### config.mk
export PLATFORM = sky130hd
export DESIGN_NAME = mod_counter_ud
export DESIGN_NICKNAME = d
export VERILOG_FILES = /design/src/rtl/counter_pkg.sv /design/src/rtl/mod_counter_ud.sv
export SDC_FILE = /design/constraint.sdc
export NUM_CORES = 1
export LEC_CHECK = 0
export CAP_MARGIN = 15
export CORE_AREA = 4 4 41 43
export CTS_BUF_LIST = sky130_fd_sc_hd__clkbuf_2
export CTS_CLUSTER_DIAMETER = 50
export DETAILED_ROUTE_END_ITERATION = 10
export DIE_AREA = 0 0 45 47
export GPL_TIMING_DRIVEN = 0
export HOLD_SLACK_MARGIN = 0.08
export SYNTH_ARGS = -nofsm -noshare
export SYNTH_HDL_FRONTEND = slang
export SYNTH_SLANG_ARGS = --single-unit
### constraint.sdc
create_clock -name clk -period 1.86 [get_ports clk]
set_input_delay 0.372 -clock clk [delete_from_list [all_inputs] [get_ports clk]]
set_output_delay 0.372 -clock clk [all_outputs]
set_load 0.02 [all_outputs]
### src/rtl/counter_pkg.sv
// Shared counter constants: mode and direction encodings used by the
// up/down counter, the prescaler and the display users.
package counter_pkg;
  localparam bit CNT_WRAP = 1'b0;
  localparam bit CNT_SAT  = 1'b1;
  localparam bit CNT_DOWN = 1'b0;
  localparam bit CNT_UP   = 1'b1;
endpackage

### src/rtl/mod_counter_ud.sv
// Up/down modulo-(MAX+1) counter with set/load/count priority, wrap-or-saturate
// mode, combinational terminal count and a registered wrap pulse for cascading.
module mod_counter_ud
  import counter_pkg::*;
#(
  parameter int     WIDTH    = 4,
  parameter longint MAX      = (longint'(1) << WIDTH) - 1,
  parameter bit     SATURATE = CNT_WRAP
) (
  input  logic             clk,
  input  logic             clear_n,
  input  logic             set,
  input  logic             load,
  input  logic [WIDTH-1:0] din,
  input  logic             cnt,
  input  logic             up,
  output logic [WIDTH-1:0] Q,
  output logic             tc,
  output logic             wrap
);

  localparam logic [WIDTH-1:0] MAXV = WIDTH'(MAX);

  if (WIDTH < 2 || WIDTH > 32) begin : g_bad_width
    $error("mod_counter_ud: WIDTH must be in 2..32");
  end
  if (MAX == 0 || MAX >= (longint'(1) << WIDTH)) begin : g_bad_max
    $error("mod_counter_ud: MAX must satisfy 1 <= MAX <= 2**WIDTH-1");
  end

  logic [WIDTH-1:0] q_nxt;
  logic             wrap_nxt;

  // Q never exceeds MAXV, so equality tests stand in for the range tests.
  always_comb begin
    q_nxt    = Q;
    wrap_nxt = 1'b0;
    if (set) begin
      q_nxt = MAXV;
    end else if (load) begin
      q_nxt = (din > MAXV) ? MAXV : din;
    end else if (cnt) begin
      if (up == CNT_UP) begin
        if (Q != MAXV) begin
          q_nxt = Q + WIDTH'(1);
        end else if (SATURATE == CNT_WRAP) begin
          q_nxt    = '0;
          wrap_nxt = 1'b1;
        end
      end else begin
        if (Q != '0) begin
          q_nxt = Q - WIDTH'(1);
        end else if (SATURATE == CNT_WRAP) begin
          q_nxt    = MAXV;
          wrap_nxt = 1'b1;
        end
      end
    end
  end

  always_ff @(posedge clk or negedge clear_n) begin
    if (!clear_n) begin
      Q    <= '0;
      wrap <= 1'b0;
    end else begin
      Q    <= q_nxt;
      wrap <= wrap_nxt;
    end
  end

  assign tc = cnt & ((up == CNT_UP) ? (Q == MAXV) : (Q == '0));

endmodule

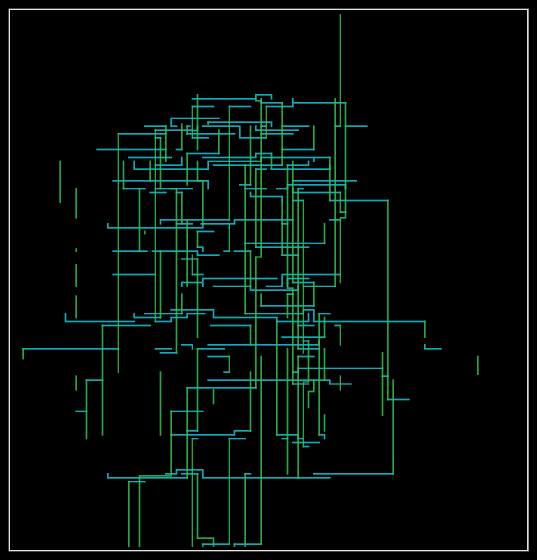
Fig. 1. Metal layers overlaid.
Two of the layers only.
Green shows met2, wire length 533 um. Cyan shows met1, wire length 450 um.
GRT Util Overall: 11.6%
via count of the routed design: 409
Detailed Route WL: 1.05 mm

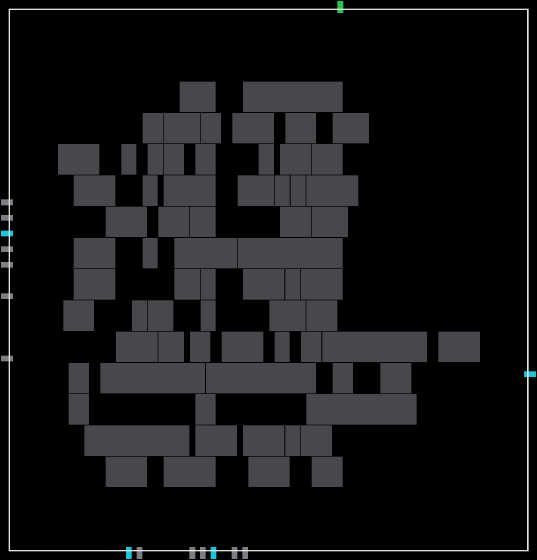
Fig. 2. Pin placement.
Pins as bars across the die edge, other pins in grey.
Green shows up, pins 1, direction input, edge top. Cyan shows Q, pins 4, direction output, edge 2 bottom, 1 left, 1 right.
All pins by edge: 7 left, 7 bottom, 1 right, 1 top.
width of the die: 45 um
number of port buffers: 15
die boundary height: 47 um

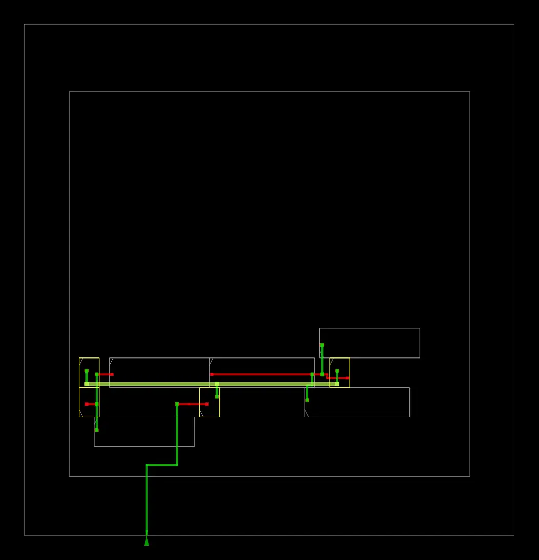
Fig. 3. Clock routing.
sequential cell count of the final layout: 5
Layout clock buffers: 4

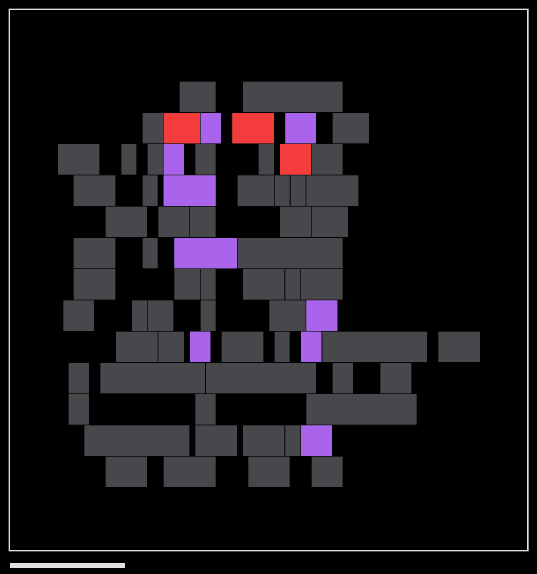
Fig. 4. Gate families picked out.
Scale bar: 10 um.
Purple shows inverting AOI/OAI gates, cells 9. Red shows AND-OR and OR-AND gates, cells 3.
number of cells in the finished layout apart from fillers: 84
most used logic cell in the final layout: sky130_fd_sc_hd__clkdlybuf4s50_1

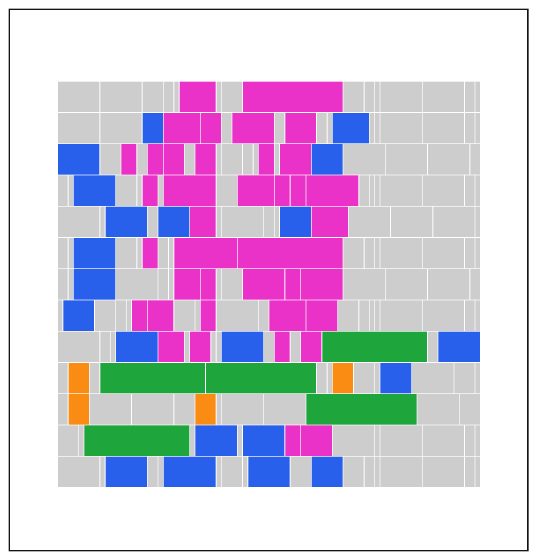
Fig. 5. Cell classes on the final placement.
Fill, decap, tap and diode cells in grey.
Orange shows clock drivers and dummy loads, cells 4. Green shows flops, cells 5. Blue shows other buffers and delay cells, cells 21. Magenta shows all other logic, cells 39.
standard-cell rows: 13
post-layout util: 49.9%
Std-Cell Core Area: 1300 sq um
Layout Cell Area excl Fill: 649 sq um
register share of the cell area: 19.7%

==> impl_report.txt <==
=== SYNTHESIS / PLACE & ROUTE SUMMARY ===
----------------------------------------------------
[Setup path]
  Crit end category ........................ primary output
  CP delay by family, top ........................ flip-flops
  Worst-path cell chain ........................ ha_1 -> and4_2 -> nor2_2 -> nor2_1 -> buf_4
  Reg2reg setup slack ........................ 270 ps
  Path type of the worst setup path ........................ flip-flop to primary output
  Crit-path max cell delay ........................ 430 ps
  Worst-path maximum fanout ........................ 4
  Launching element of the worst setup path ........................ Q[0]
  Slowest cell on the critical path ........................ sky130_fd_sc_hd__dfrtp_2
  Nature of the critical path startpoint ........................ flip-flop
  Crit Reg-Reg Endpoint ........................ Q[3]
  Buffers & Inverters on Critical Path ........................ 1
  Data arrival time of the critical path ........................ 1470 ps
  Number of stages on the worst setup path ........................ 5
  Required time worst endpoint ........................ 1490 ps
  Worst r2r path cells ........................ 7
  CP Capture Point ........................ tc
  Origin of the critical flop-to-flop path ........................ Q[0]

[Global route]
  Wire length of the first global-routing pass ........................ 1.73 mm
  GRT met1 Usage ........................ 13.0%
  Via count of the first global-routing pass ........................ 401
  Met2 demand-to-capacity share in global routing ........................ 19.2%
  Antenna violations before repair ........................ 0
  Largest net degree at the start of global routing ........................ 11
  Overflow left after global routing ........................ 0
  Met3 Track Usage GR ........................ 6.13%
  Most utilized layer in the global route result ........................ met2

[Finish]
  Leading cell kind ........................ combinational gates
  Number of logic gates ........................ 35
  Layout overhead on the synthesized area ........................ 63.2%
  Register area ........................ 128 sq um
  Layout fillers ........................ 139
  Antenna diode count ........................ 0
  Register bank with the most flops ........................ Q
  Max FFs per register ........................ 4
  Comb. cell area ........................ 277 sq um
  Non-clock buffers, area share ........................ 29.5%
  Biggest regs ........................ Q: 4 flops, wrap: 1 flops
  Most frequent cells in the layout ........................ 12 x sky130_fd_sc_hd__clkdlybuf4s50_1, 6 x sky130_fd_sc_hd__nor2_1, 6 x sky130_fd_sc_hd__buf_4, 4 x sky130_fd_sc_hd__clkbuf_2
  Share of cell area taken by multi-input logic gates ........................ 42.6%
  Share of post-route cells with drive strength above 1 ........................ 30.4%
  Clock buffers and inverters, area share ........................ 3.08%
  Non-clock inverter total of the final layout ........................ 4
  Nets ........................ 82
  Repair and plain buffers ........................ 21

[Synth]
  Simple share ........................ 23.9%
  Yosys warning total ........................ 0
  Post-synthesis cell type with the largest combined area ........................ sky130_fd_sc_hd__dfrtp_1
  Top post-synthesis cells by count ........................ 7 x sky130_fd_sc_hd__nor2_1, 5 x sky130_fd_sc_hd__dfrtp_1, 4 x sky130_fd_sc_hd__inv_1
  Comb area leader ........................ AND-OR/OR-AND gates
  Most repeated cell in the gate-level netlist after synthesis ........................ sky130_fd_sc_hd__nor2_1
  Synthesized area per cell ........................ 8.84 sq um
  Cell count listed in synth_stat.txt ........................ 45
  Synth Net Count ........................ 57
  Async SR Flop Fraction ........................ 100%
  Post-synthesis mux area share ........................ 2.52%
  Number of synthesized register bits ........................ 5
  Library cells used by synthesis ........................ 26
  Post-synth EDFFs ........................ 0
  Xor and xnor fraction of the mapped netlist area ........................ 6.60%
  Sequential-to-total area share from yosys stat ........................ 31.4%
  Synthesized instance count ........................ 45
  Post-synthesis instance area ........................ 398 sq um
  Synthesized chip area reported by yosys ........................ 398 sq um
  Fraction of synthesized cell area taken by the top area cell type ........................ 31.4%
  Leading post-synthesis cells by cell area ........................ sky130_fd_sc_hd__dfrtp_1 31%, sky130_fd_sc_hd__nor2_1 6.6%, sky130_fd_sc_hd__ha_1 6.3%, sky130_fd_sc_hd__xnor2_1 4.4%, sky130_fd_sc_hd__a221oi_2 3.8%
  Area fraction in full adders, half adders and majority gates ........................ 6.29%
  AND-OR/OR-AND Cells, Area Fraction ........................ 24.2%
  Top flip-flop cell by instance count after synthesis ........................ sky130_fd_sc_hd__dfrtp_1

[Clocking]
  Bufs on Longest Clock Path ........................ 2
  Count of clock tree sinks ........................ 5
  Clock Tree Root ........................ sky130_fd_sc_hd__clkbuf_2
  CTS tree ........................ yes
  Hold buffer count at CTS ........................ 0
  Cells resized by post-CTS repair ........................ 9
  Clock-pin slew of the registers on the worst-case setup and hold paths ........................ 50 ps
  Number of buffers inserted to repair setup after CTS ........................ 4
  Total clock buffers created by CTS ........................ 3
  Clock insertion delay at the later pin of the skew report ........................ 210 ps
  Maximum level of the CTS H-tree ........................ 1

[Detailed routing]
  Detail Route met2 WL ........................ 533 um
  Mean routed wirelength per cell ........................ 12.5 um
  Number of DRC markers after the initial detailed-route iteration ........................ 11
  Wire length on met1 ........................ 450 um
  Antenna Nets Post-Route ........................ 0
  Drt via density ........................ 4.87
  Final routed DRC violation total ........................ 0
  Highest metal layer used by the detailed router ........................ met3
  Count of TritonRoute iterations in the first routing pass ........................ 4
  WL met3 ........................ 66 um

[Pwr]
  Comb power ........................ 133 uW
  Combinational fraction of design power ........................ 36.6%
  Net switching power ........................ 117 uW
  Reported clock group power ........................ 97.7 uW
  Clock network power share ........................ 26.9%
  Max IR drop VDD ........................ 0.605 mV
  P_leak ........................ 0.000292 uW
  Sw frac ........................ 32.2%
  Top power group ........................ sequential cells
  Cell Pwr Density ........................ 560 nW/um^2
  Sequential share of power ........................ 36.5%
  Cell internal pwr ........................ 247 uW
  Power after layout ........................ 364 uW
  Total sequential power ........................ 133 uW

[Placed design]
  HPWL after DPL ........................ 790 um
  Placed instance area ........................ 567 sq um
  Placed Instances ........................ 75
  Worst slack at placement ........................ -621 ps
  Weighted congestion at the end of routability-driven global placement ........................ 0.714

[Timing]
  Final hold slack ........................ 377 ps
  Worst setup skew after layout ........................ 5.03 ps
  Max-slew violation count ........................ 0
  Setup TNS ........................ 0 ps
  Relative slew slack ........................ 79.3%
  Max Clock Freq ........................ 543 MHz
  Final period util ........................ 99.0%
  Hold Fails Final Rpt ........................ 0
  RSZ-0062 raised after global routing ........................ true
  Final count of negative-setup-slack endpoints ........................ 0
  Worst Max-Slew Pin Slew ........................ 310 ps
  Worst Setup Slack, final ........................ 19.5 ps
  Clock period minus worst slack ........................ 1840 ps

[Die]
  Top-level I/O count ........................ 16
  Well-tap cell count ........................ 15
  Die Outline Area ........................ 2120 sq um
  Initial core utilization ........................ 30.6%

[Worst hold path]
  Min-delay worst type ........................ input port to asynchronous set/reset pin

[Job]
  Number of warnings in the stage logs ........................ 28
  Reported max-cap violation count ........................ 0

[Outcome]
  Outcome ........................ completed

----------------------------------------------------
Power is estimated from default activity; no workload was simulated.
